**src/rtl/exec_dispatch_if.sv**
```systemverilog
// Dispatcher request, unit channel and writeback bundle.
// Master drives requests and unit responses; slave is the dispatcher.
interface exec_dispatch_if #(
  parameter int N_UNIT = 4,
  parameter int W_DATA = 32,
  parameter int W_RD   = 6
);
  logic                     req_valid;
  logic                     req_ready;
  logic [N_UNIT-1:0]        req_unit;
  logic [W_RD-1:0]          req_rd;
  logic                     req_wb;
  logic [N_UNIT-1:0]        unit_order;
  logic [N_UNIT-1:0]        unit_accepted;
  logic [N_UNIT-1:0]        unit_done;
  logic [N_UNIT*W_DATA-1:0] unit_result;
  logic                     wb_valid;
  logic                     wb_en;
  logic [W_RD-1:0]          wb_rd;
  logic [W_DATA-1:0]        wb_data;

  modport master (
    output req_valid, req_unit, req_rd, req_wb,
    output unit_accepted, unit_done, unit_result,
    input  req_ready, unit_order,
    input  wb_valid, wb_en, wb_rd, wb_data
  );

  modport slave (
    input  req_valid, req_unit, req_rd, req_wb,
    input  unit_accepted, unit_done, unit_result,
    output req_ready, unit_order,
    output wb_valid, wb_en, wb_rd, wb_data
  );
endinterface

```
**src/rtl/exec_dispatch.sv**
```systemverilog
// Execute-stage dispatcher: one op at a time to one of N_UNIT units,
// with timeout abort, sticky error flags and wrapping perf counters.
module exec_dispatch #(
  parameter int N_UNIT  = 4,
  parameter int W_DATA  = 32,
  parameter int W_RD    = 6,
  parameter int TIMEOUT = 1024,
  parameter int W_CNT   = 32
) (
  input  logic             clk,
  input  logic             rstn,
  exec_dispatch_if.slave   bus,
  output logic             busy,
  output logic             err_timeout,
  output logic             err_unit,
  input  logic             err_clear,
  output logic [W_CNT-1:0] cnt_issue,
  output logic [W_CNT-1:0] cnt_stall
);

  localparam int W_TMR =
    (TIMEOUT > 1) ? $clog2(TIMEOUT) : 1;
  localparam logic [W_TMR-1:0] TMR_LAST =
    W_TMR'((TIMEOUT > 0) ? TIMEOUT - 1 : 0);

  typedef enum logic [1:0] {
    S_IDLE,
    S_ISSUE,
    S_WAIT,
    S_WB
  } state_t;

  state_t             state_q, state_d;
  logic [N_UNIT-1:0]  sel_q, sel_d;
  logic [W_RD-1:0]    rd_q, rd_d;
  logic               wb_q, wb_d;
  logic [N_UNIT-1:0]  order_q, order_d;
  logic               wb_en_q, wb_en_d;
  logic [W_DATA-1:0]  wb_data_q, wb_data_d;
  logic               err_to_q, err_to_d;
  logic               err_un_q, err_un_d;
  logic [W_CNT-1:0]   cnt_iss_q, cnt_iss_d;
  logic [W_CNT-1:0]   cnt_stl_q, cnt_stl_d;
  logic [W_TMR-1:0]   tmr_q, tmr_d;

  logic               req_onehot;
  logic               acc_hit;
  logic               done_hit;
  logic               tmo_hit;
  logic               set_to;
  logic               set_un;
  logic [W_DATA-1:0]  res_sel;

  assign req_onehot = $onehot(bus.req_unit);
  assign acc_hit    = |(bus.unit_accepted & sel_q);
  assign done_hit   = |(bus.unit_done & sel_q);
  assign tmo_hit    = (TIMEOUT != 0) &&
                      (tmr_q == TMR_LAST);

  // Pick the latched unit's result slot; sel_q is one-hot here.
  always_comb begin
    res_sel = '0;
    for (int i = 0; i < N_UNIT; i++) begin
      if (sel_q[i]) begin
        res_sel = bus.unit_result[i*W_DATA +: W_DATA];
      end
    end
  end

  // Sequencing: next state, order line, capture and counters.
  always_comb begin
    state_d   = state_q;
    sel_d     = sel_q;
    rd_d      = rd_q;
    wb_d      = wb_q;
    order_d   = order_q;
    wb_en_d   = wb_en_q;
    wb_data_d = wb_data_q;
    cnt_iss_d = cnt_iss_q;
    cnt_stl_d = cnt_stl_q;
    tmr_d     = tmr_q;
    set_to    = 1'b0;
    set_un    = 1'b0;

    unique case (state_q)
      S_IDLE: begin
        if (bus.req_valid) begin
          sel_d     = bus.req_unit;
          rd_d      = bus.req_rd;
          wb_d      = bus.req_wb;
          cnt_iss_d = cnt_iss_q + W_CNT'(1);
          tmr_d     = '0;
          if (req_onehot) begin
            order_d = bus.req_unit;
            state_d = S_ISSUE;
          end else begin
            set_un    = 1'b1;
            wb_en_d   = 1'b0;
            wb_data_d = '0;
            state_d   = S_WB;
          end
        end
      end

      S_ISSUE, S_WAIT: begin
        tmr_d     = tmr_q + W_TMR'(1);
        cnt_stl_d = cnt_stl_q + W_CNT'(1);
        if (done_hit) begin
          order_d   = '0;
          wb_data_d = res_sel;
          wb_en_d   = wb_q;
          state_d   = S_WB;
        end else if (tmo_hit) begin
          order_d   = '0;
          set_to    = 1'b1;
          wb_en_d   = 1'b0;
          wb_data_d = '0;
          state_d   = S_WB;
        end else if (state_q == S_ISSUE
                     && acc_hit) begin
          order_d = '0;
          state_d = S_WAIT;
        end
      end

      S_WB: begin
        state_d = S_IDLE;
      end

      default: begin
        state_d = S_IDLE;
      end
    endcase
  end

  // Sticky errors: a new error this cycle beats err_clear.
  always_comb begin
    err_to_d = set_to | (err_to_q & ~err_clear);
    err_un_d = set_un | (err_un_q & ~err_clear);
  end

  // State register with synchronous active-low reset.
  always_ff @(posedge clk) begin
    if (!rstn) begin
      state_q   <= S_IDLE;
      sel_q     <= '0;
      rd_q      <= '0;
      wb_q      <= 1'b0;
      order_q   <= '0;
      wb_en_q   <= 1'b0;
      wb_data_q <= '0;
      err_to_q  <= 1'b0;
      err_un_q  <= 1'b0;
      cnt_iss_q <= '0;
      cnt_stl_q <= '0;
      tmr_q     <= '0;
    end else begin
      state_q   <= state_d;
      sel_q     <= sel_d;
      rd_q      <= rd_d;
      wb_q      <= wb_d;
      order_q   <= order_d;
      wb_en_q   <= wb_en_d;
      wb_data_q <= wb_data_d;
      err_to_q  <= err_to_d;
      err_un_q  <= err_un_d;
      cnt_iss_q <= cnt_iss_d;
      cnt_stl_q <= cnt_stl_d;
      tmr_q     <= tmr_d;
    end
  end

  assign bus.req_ready  = (state_q == S_IDLE);
  assign bus.unit_order = order_q;
  assign bus.wb_valid   = (state_q == S_WB);
  assign bus.wb_en      = wb_en_q;
  assign bus.wb_rd      = rd_q;
  assign bus.wb_data    = wb_data_q;

  assign busy        = (state_q != S_IDLE);
  assign err_timeout = err_to_q;
  assign err_unit    = err_un_q;
  assign cnt_issue   = cnt_iss_q;
  assign cnt_stall   = cnt_stl_q;

endmodule

```
**src/flat_wrapper.sv**
```systemverilog
// flat-port wrapper written by rule: the top's interface ports become plain ports
module exec_dispatch_flat 
#(
  parameter int N_UNIT  = 4,
  parameter int W_DATA  = 32,
  parameter int W_RD    = 6,
  parameter int TIMEOUT = 1024,
  parameter int W_CNT   = 32
)
  (clk, rstn, busy, err_timeout, err_unit, err_clear, cnt_issue, cnt_stall, bus_req_valid, bus_req_unit, bus_req_rd, bus_req_wb, bus_unit_accepted, bus_unit_done, bus_unit_result, bus_req_ready, bus_unit_order, bus_wb_valid, bus_wb_en, bus_wb_rd, bus_wb_data);
  exec_dispatch_if #(.N_UNIT(N_UNIT), .W_DATA(W_DATA), .W_RD(W_RD)) bus_i ();
  input  logic clk;
  input  logic rstn;
  output logic busy;
  output logic err_timeout;
  output logic err_unit;
  input  logic err_clear;
  output logic [W_CNT-1:0] cnt_issue;
  output logic [W_CNT-1:0] cnt_stall;
  input wire logic [$bits(bus_i.req_valid)-1:0] bus_req_valid;
  input wire logic [$bits(bus_i.req_unit)-1:0] bus_req_unit;
  input wire logic [$bits(bus_i.req_rd)-1:0] bus_req_rd;
  input wire logic [$bits(bus_i.req_wb)-1:0] bus_req_wb;
  input wire logic [$bits(bus_i.unit_accepted)-1:0] bus_unit_accepted;
  input wire logic [$bits(bus_i.unit_done)-1:0] bus_unit_done;
  input wire logic [$bits(bus_i.unit_result)-1:0] bus_unit_result;
  output wire logic [$bits(bus_i.req_ready)-1:0] bus_req_ready;
  output wire logic [$bits(bus_i.unit_order)-1:0] bus_unit_order;
  output wire logic [$bits(bus_i.wb_valid)-1:0] bus_wb_valid;
  output wire logic [$bits(bus_i.wb_en)-1:0] bus_wb_en;
  output wire logic [$bits(bus_i.wb_rd)-1:0] bus_wb_rd;
  output wire logic [$bits(bus_i.wb_data)-1:0] bus_wb_data;
  assign bus_i.req_valid = bus_req_valid;
  assign bus_i.req_unit = bus_req_unit;
  assign bus_i.req_rd = bus_req_rd;
  assign bus_i.req_wb = bus_req_wb;
  assign bus_i.unit_accepted = bus_unit_accepted;
  assign bus_i.unit_done = bus_unit_done;
  assign bus_i.unit_result = bus_unit_result;
  assign bus_req_ready = bus_i.req_ready;
  assign bus_unit_order = bus_i.unit_order;
  assign bus_wb_valid = bus_i.wb_valid;
  assign bus_wb_en = bus_i.wb_en;
  assign bus_wb_rd = bus_i.wb_rd;
  assign bus_wb_data = bus_i.wb_data;
  exec_dispatch #(.N_UNIT(N_UNIT), .W_DATA(W_DATA), .W_RD(W_RD), .TIMEOUT(TIMEOUT), .W_CNT(W_CNT)) u_core (.clk(clk), .rstn(rstn), .bus(bus_i), .busy(busy), .err_timeout(err_timeout), .err_unit(err_unit), .err_clear(err_clear), .cnt_issue(cnt_issue), .cnt_stall(cnt_stall));
endmodule
```
**config.mk**
```make
export PLATFORM = sky130hd
export DESIGN_NAME = exec_dispatch_flat
export DESIGN_NICKNAME = d
export VERILOG_FILES = /design/src/rtl/exec_dispatch_if.sv /design/src/rtl/exec_dispatch.sv /design/src/flat_wrapper.sv
export SDC_FILE = /design/constraint.sdc
export NUM_CORES = 1
export LEC_CHECK = 0
export CAP_MARGIN = 20
export CORE_AREA = 8 8 181 115
export DETAILED_ROUTE_END_ITERATION = 8
export DIE_AREA = 0 0 189 123
export GPL_TIMING_DRIVEN = 0
export PLACE_DENSITY = 0.78
export SYNTH_ARGS = -nofsm -noshare
export SYNTH_HDL_FRONTEND = slang
export SYNTH_SLANG_ARGS = --single-unit
```
**constraint.sdc**
```tcl
create_clock -name clk -period 3.12 [get_ports clk]
set_clock_uncertainty 0.2 [all_clocks]
set_input_delay 0.468 -clock clk [delete_from_list [all_inputs] [get_ports clk]]
set_output_delay 0.468 -clock clk [all_outputs]
set_load 0.02 [all_outputs]
```
### The metal 2 layer, run 1

Drawn at 2 px/um.
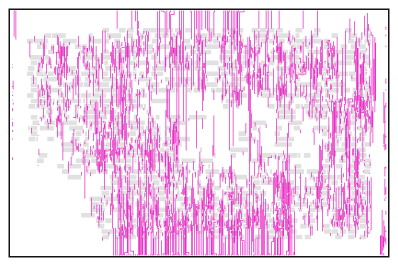
wire length on this layer: 11200 um
nets with wire on the layer: 1039

### Zoomed window, run 1

Window x 132 to 152, y 82 to 102 um. Cells in grey, sequential cells in the stronger grey; small squares are vias.
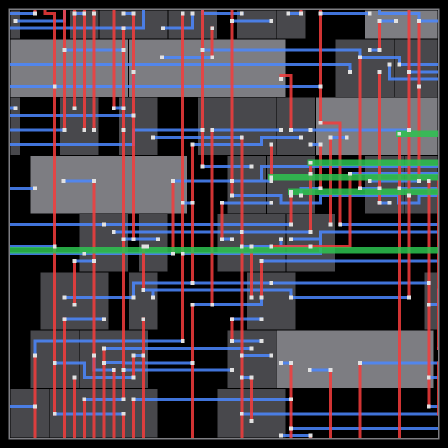
| layer | colour |
|---|---|
| metal 1 | blue |
| metal 2 | red |
| metal 3 | green |
netlist names of flops here include: u_core.cnt_issue (5)
cells with their middle in the window: 27
most frequent: dfxtp_1 (5), xor2_1 (4), nor4_1 (3)
sequential cells in the window: 5

==> results.py, run 1 <==
# Auto-generated metrics
metrics = {
    "worst_hold_path": {
        "hold_path.class": "input port to flip-flop",
        "min_path_cells": 3,
    },
    "global_routing": {
        "use_met1_pct": 28.5,
        "grt_max_degree": 17,
        "grt_busiest_layer": "met2",
        "met2_usage_pct": 33.3,
        "grt_remaining_overflow": 0,
        "grt_pass1_wl_um": 38900,
        "met3_usage_pct": 5.92,
        "track_usage_pct": 21.0,
        "grt_pass1_vias": 6710,
    },
    "cts": {
        "h-tree-depth": 4,
        "path_clk_slew_ps": 60,
        "clk_latency_ps": 410,
        "cts.sinks": 126,
        "root_buffer": "clkbuf_16",
        "cts_buffers": 17,
    },
    "yosys": {
        "enable_flop_cells": 0,
        "avgSynthCellArea_sq_um": 8.68,
        "top_area_share_pct": 36.6,
        "seq_area_frac_synth_pct": 36.6,
        "synth.area.top_cells": "dfxtp_1 (37%), nand2_1 (7.0%), and2_1 (5.6%)",
        "ys.flop_type": "dfxtp_1",
        "yosysTopAreaCell": "dfxtp_1",
        "ys_ff": 126,
        "synthDistinctLibCells": 58,
        "synth_nets": 958,
        "synth_cells": 795,
        "syn-cell-area_sq_um": 6900,
        "yosysCellCount": 795,
        "ys_area_sq_um": 6900,
        "async_flop_share_pct": 0,
        "yosysWarnings": 0,
    },
    "drt": {
        "wl_met3_um": 2210,
        "route.vias.total": 6965,
        "wl_per_cell_um": 18.7,
        "ant_nets": 0,
        "drc": 0,
        "top_layer_used": "met5",
        "wl_met1_um": 11500,
        "wl_met2_um": 11200,
        "drt-vias-per-instance": 5.21,
        "dr.pass1.iters": 6,
        "first_iter_violations": 541,
        "routed_wl_um": 25100,
    },
    "floorplanning": {
        "chipArea_sq_um": 23200,
        "io_pins": 263,
        "chipWidth_um": 189,
        "fp-utilization_pct": 37.7,
        "die_h_um": 123,
    },
    "timing": {
        "rsz0062_at_grt": "no",
        "slew_violations": 0,
        "fin_crit_sh_pct": 88.5,
        "fin_ws_ps": 360,
        "hold_viol_final": 0,
        "fin_crit_ps": 2760,
        "tightest_slew_ps": 629,
        "finalSetupViolations": 0,
        "relSlewSlack_pct": 58.1,
        "fmax_mhz": 362,
        "hold_ws_ps": 217,
    },
    "finish": {
        "logic_area_sq_um": 4080,
        "dominant-cell-class": "combinational gates",
        "diodes": 0,
        "non_clock_buffer_count": 317,
        "final_common_cell": "clkdlybuf4s50_1",
        "area_growth_pct": 51.8,
        "finalNonFillerCells": 1338,
        "fin_area_sq_um": 10500,
        "bufAreaShareNonClock_pct": 28.0,
        "nets": 1242,
        "fillCellCount": 1665,
        "inv_count": 12,
        "seq-cell-share_pct": 24.1,
        "flop-count": 126,
        "sh_comb_area_pct": 39.0,
        "clkCellAreaFrac_pct": 5.56,
        "flop_area_sq_um": 2520,
    },
    "flow_run": {
        "warnings": 30,
        "drv.max_cap_violation_count": 0,
    },
    "placement": {
        "hpwl_um": 19500,
        "pre_cts_ws_ps": -646,
        "placed_area_sq_um": 9830,
        "numPlacedInstances": 1303,
    },
    "worst_setup_path": {
        "crit_path_max_incr_delay_ps": 540,
        "startpoint_type": "input port",
        "worstSetupEndpoint": "u_core.bus.wb_data[20]",
        "worstPathArrival_ps": 2900,
        "r2r-start": "u_core.state_q[1]",
        "worstReg2RegEnd": "u_core.cnt_stall[27]",
        "cp_common_cell": "ha_1",
        "cp_num_buf_inv": 3,
        "crit_slowest_cell": "fa_1",
        "worst-path-stages": 11,
        "cp-startpoint": "bus_req_unit[0]",
        "path_cells": "dlymetal6s2s_1, ha_1, ha_1, fa_1, nor3b_4, o21a_2, a31oi_4, buf_4, buf_6, nand3_2, a21boi_2",
        "worstRegToRegCells": 8,
    },
    "power": {
        "p_per_area_nw_per_um2": 556,
        "leakagePower_nw": 3.83,
        "vdd.ir_drop.worst_mv": 0.369,
    },
    "outcome": {
        "status": "finished clean",
    },
}
### Port wiring, run 1

Drawn at 2 px/um.
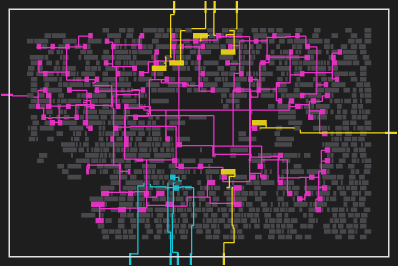
| port | colour | bits | direction | end cells | buffers | wire |
|---|---|---|---|---|---|---|
| bus_unit_done | cyan | 4 | input | 2 | 4 | 191 um |
| rstn | magenta | 1 | input | 124 | 14 | 1880 um |
| bus_wb_rd | yellow | 6 | output | 6 | 6 | 232 um |

## run 1: cells in the mapped netlist, drive strengths merged (7+ instances only)
cell type and count:
a21boi 51, a221oi 32, and2 63, and2b 7, and3 8, and4 8, buf 24, clkbuf 28
dfxtp 126, ha 11, inv 12, nand2 129, nand2b 7, nand3 61, nand4 21, nor2 16
nor2b 31, nor3 9, nor4 15, o21ai 7, o31ai 37, xnor2 32, xor2 30
## run 1: cell families (layout without fill, tap and decap cells)
kind of cell,after synthesis,count (layout),synth area share [%]
buffers and inverters,64,361,4.64
AOI/OAI and AO/OA,144,144,16.8
DFF,126,126,36.6
adders and majority gates,12,12,2.29
xor gates and xnor gates,62,62,7.87
muxes,5,5,0.725
and+or+nand+nor,382,382,31.1
## run 1: how the worst min path moves through the flow
| stage | startpoint | end | slack [ps] |
|---|---|---|---|
| 6_report | bus_req_unit[2] | u_core.sel_q[2] | 220 |
| 5_1_grt | bus_req_unit[0] | u_core.sel_q[0] | 230 |
| 4_1_cts | u_core.bus.wb_data[7] | u_core.bus.wb_data[7] | 250 |
| 3_5_place_dp | u_core.bus.wb_data[7] | u_core.bus.wb_data[7] | 240 |
| 3_3_place_gp | u_core.bus.wb_data[16] | u_core.bus.wb_data[16] | 240 |
| 2_1_floorplan | u_core.wb_q | u_core.wb_q | 240 |
## run 1: where the power goes
group          switching [mW]  leakage (nW)  internal [mW]  total (mW)
Combinational            1.19          2.53          0.893        2.08
Sequential             0.0791          1.02           1.70        1.78
Clock                   0.815         0.277           1.14        1.96
Total                    2.08          3.83           3.74        5.82
## run 1: timing repair
| item | 4_1_cts | 5_1_grt |
|---|---|---|
| buffers inserted | 0 | 3 |
| gates resized | 3 | 7 |
| pin swaps | 0 | 0 |
| hold buffers | 0 | 0 |
| endpoints found under the setup margin | 30 | 30 |
==> run 2: changes to the inputs <==
- CAP_MARGIN: 20 -> unset
### Routed metal, one colour a layer, run 2

Drawn at 3 px/um. Two of the layers only.
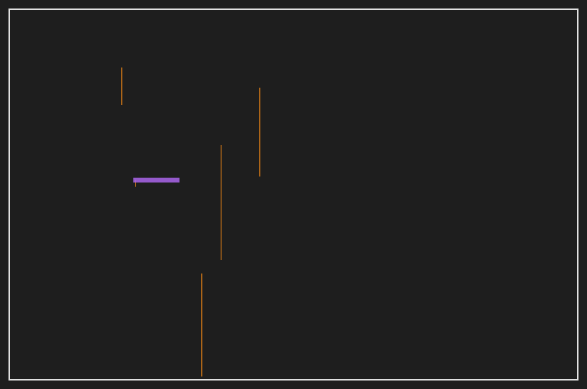
| layer | colour | wire length |
|---|---|---|
| metal 5 | purple | 13.8 um |
| metal 4 | orange | 116 um |

### Clock routing, run 2

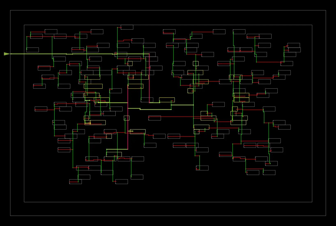
clock sinks: 126
Num CTS Buffers: 17
Clock Latency Late Sink: 410 ps
Clk power: 1.96 mW
flop count: 126

==> results.py, run 2 <==
# Auto-generated metrics
metrics = {
    "outcome": {
        "status": "finished clean",
    },
    "global_routing": {
        "antenna_found_initial": 1,
        "grt_max_degree": 17,
        "track_usage_pct": 21.0,
        "grt_remaining_overflow": 0,
        "grt_pass1_vias": 6710,
        "grt_pass1_wl_um": 38900,
    },
    "cts": {
        "cts_buffer_depth": 2,
        "h-tree-depth": 4,
        "root_buffer": "clkbuf_16",
        "path_clk_slew_ps": 60,
        "postCtsHoldBufs": 0,
        "cts_tree": "done",
    },
    "power": {
        "swShare_pct": 35.8,
        "seqPwrFrac_pct": 30.6,
        "p_per_area_nw_per_um2": 556,
        "p_seq_mw": 1.78,
        "power.share.clock_pct": 33.6,
        "pwr-share-comb_pct": 35.7,
        "leakagePower_nw": 3.83,
        "p_total_mw": 5.82,
        "p_comb_mw": 2.08,
        "top_power_group": "combinational cells",
        "p_switching_mw": 2.08,
        "vdd.ir_drop.worst_mv": 0.369,
        "internal_power_mw": 3.74,
    },
    "timing": {
        "hold_ws_ps": 217,
        "fin_crit_sh_pct": 88.5,
        "hold_viol_final": 0,
        "fin_crit_ps": 2760,
        "slew_violations": 0,
        "fin_ws_ps": 360,
        "finalSetupViolations": 0,
        "tns_ps": 0,
        "fmax_mhz": 362,
        "tightest_slew_ps": 629,
        "relSlewSlack_pct": 58.1,
        "rsz0062_at_grt": "no",
    },
    "yosys": {
        "most_common_cell": "nand2_1",
        "synth_cells": 795,
        "synth_nets": 958,
        "yosysWarnings": 0,
        "synth.area.top_cells": "dfxtp_1 (37%), nand2_1 (7.0%), and2_1 (5.6%)",
        "top_area_share_pct": 36.6,
        "ys.flop_type": "dfxtp_1",
        "ys_ff": 126,
        "yosysTopAreaCell": "dfxtp_1",
        "synthDistinctLibCells": 58,
        "syn-cell-area_sq_um": 6900,
        "async_flop_share_pct": 0,
        "yosysCellCount": 795,
        "synthTopCellsByCount": "nand2_1 (128), dfxtp_1 (126), and2_1 (62), nand3_1 (48), o31ai_1 (37)",
        "ys_area_sq_um": 6900,
        "avgSynthCellArea_sq_um": 8.68,
        "seq_area_frac_synth_pct": 36.6,
        "enable_flop_cells": 0,
    },
    "finish": {
        "final_common_cell": "clkdlybuf4s50_1",
        "finalNonFillerCells": 1338,
        "area_growth_pct": 51.8,
        "lay_top_cells": "clkdlybuf4s50_1 (258), nand2_1 (128), dfxtp_1 (126)",
        "fin_area_sq_um": 10500,
        "fillCellCount": 1665,
        "nets": 1242,
        "drive_gt1_share_pct": 9.89,
        "diodes": 0,
        "final_core_util_pct": 57.2,
    },
    "floorplanning": {
        "core_area_sq_um": 18300,
        "io_pins": 263,
        "fp-utilization_pct": 37.7,
        "chipArea_sq_um": 23200,
        "rows": 39,
        "chipWidth_um": 189,
        "die_h_um": 123,
    },
    "placement": {
        "gp_congestion": 0.842,
        "pre_cts_ws_ps": -646,
        "placed_area_sq_um": 9830,
        "numPlacedInstances": 1303,
        "hpwl_um": 19500,
        "io_buffer_count": 262,
    },
    "drt": {
        "route.vias.total": 6965,
        "first_iter_violations": 541,
        "wl_per_cell_um": 18.7,
        "drc": 0,
        "dr.pass1.iters": 6,
        "routed_wl_um": 25100,
        "drt-vias-per-instance": 5.21,
        "ant_nets": 0,
    },
    "worst_setup_path": {
        "worstReg2RegEnd": "u_core.cnt_stall[27]",
        "cp-startpoint": "bus_req_unit[0]",
        "critPathRequiredTime_ps": 3260,
        "worstSetupEndpoint": "u_core.bus.wb_data[20]",
        "reg2reg_slack_ps": 550,
        "startpoint_type": "input port",
        "worstPathArrival_ps": 2900,
        "crit_fanout": 10,
        "worstRegToRegCells": 8,
        "timing_worst_setup_path_type": "input port to flip-flop",
        "r2r-start": "u_core.state_q[1]",
        "worst_setup_path_end_kind": "flip-flop",
    },
    "flow_run": {
        "warnings": 30,
        "drv.max_cap_violation_count": 0,
    },
    "worst_hold_path": {
        "hold_path.class": "input port to flip-flop",
    },
}
### Zoomed window, run 2

Window x 132 to 152, y 82 to 102 um. Cells in grey, sequential cells in the stronger grey; small squares are vias.
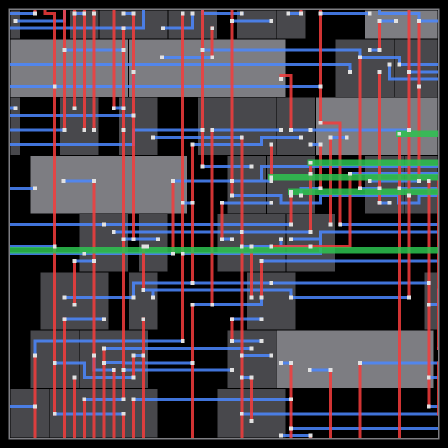
| layer | colour |
|---|---|
| metal 2 | red |
| metal 3 | green |
| metal 1 | blue |
netlist names of flops here include: u_core.cnt_issue (5)
cells with their middle in the window: 27
most frequent: dfxtp_1 (5), xor2_1 (4), nor4_1 (3)
sequential cells in the window: 5

## run 2: area by class of cell
class                      instances  area, sq um  area share [%]
clock buffer                      18          439            4.19
buffer                            52          278            2.65
clock inverter                    14          143            1.36
sequential                       126         2520            24.1
timing repair buffer             265         2660            25.4
inverter                          12         45.0           0.430
multi-input combinational        605         4080            39.0
tap                              246          308            2.94
## run 2: timing repair
action | in CTS | in global routing
cloned | 0 | 0
gates resized | 3 | 7
buffers inserted | 0 | 3
endpoints found under the setup margin | 30 | 30
## run 2: worst min-delay path by stage
stage	start	endpoint	slack (ps)	cells after the start
2_1_floorplan	u_core.wb_q	u_core.wb_q	240	2
3_3_place_gp	u_core.bus.wb_data[16]	u_core.bus.wb_data[16]	240	2
6_report	bus_req_unit[2]	u_core.sel_q[2]	220	3
3_5_place_dp	u_core.bus.wb_data[7]	u_core.bus.wb_data[7]	240	2
4_1_cts	u_core.bus.wb_data[7]	u_core.bus.wb_data[7]	250	2
5_1_grt	bus_req_unit[0]	u_core.sel_q[0]	230	3
## run 2: kinds of logic after synthesis
logic type	synth area share, %
AOI/OAI and AO/OA	16.8
xor gates and xnor gates	7.87
and+or+nand+nor	31.1
muxes	0.725
buffers and inverters	4.64
adders and majority gates	2.29
DFF	36.6
## run 2: critical path, stage by stage
cell and delay [ps]:
dlymetal6s2s_1 170, ha_1 320, ha_1 220, fa_1 540, nor3b_4 70, o21a_2 270
a31oi_4 270, buf_4 170, buf_6 150, nand3_2 100, a21boi_2 140
## run 2: metal layers
metal  track usage [%]  up-vias  routed length, um
met1              28.5     3315              11500
met3              5.92       13               2210
met2              33.3      256              11200
met4              3.70        2                115
li1                  -     3379                  -
met5                 0        -                 13
No activity file was given, so power comes from the tool's default toggle rates.
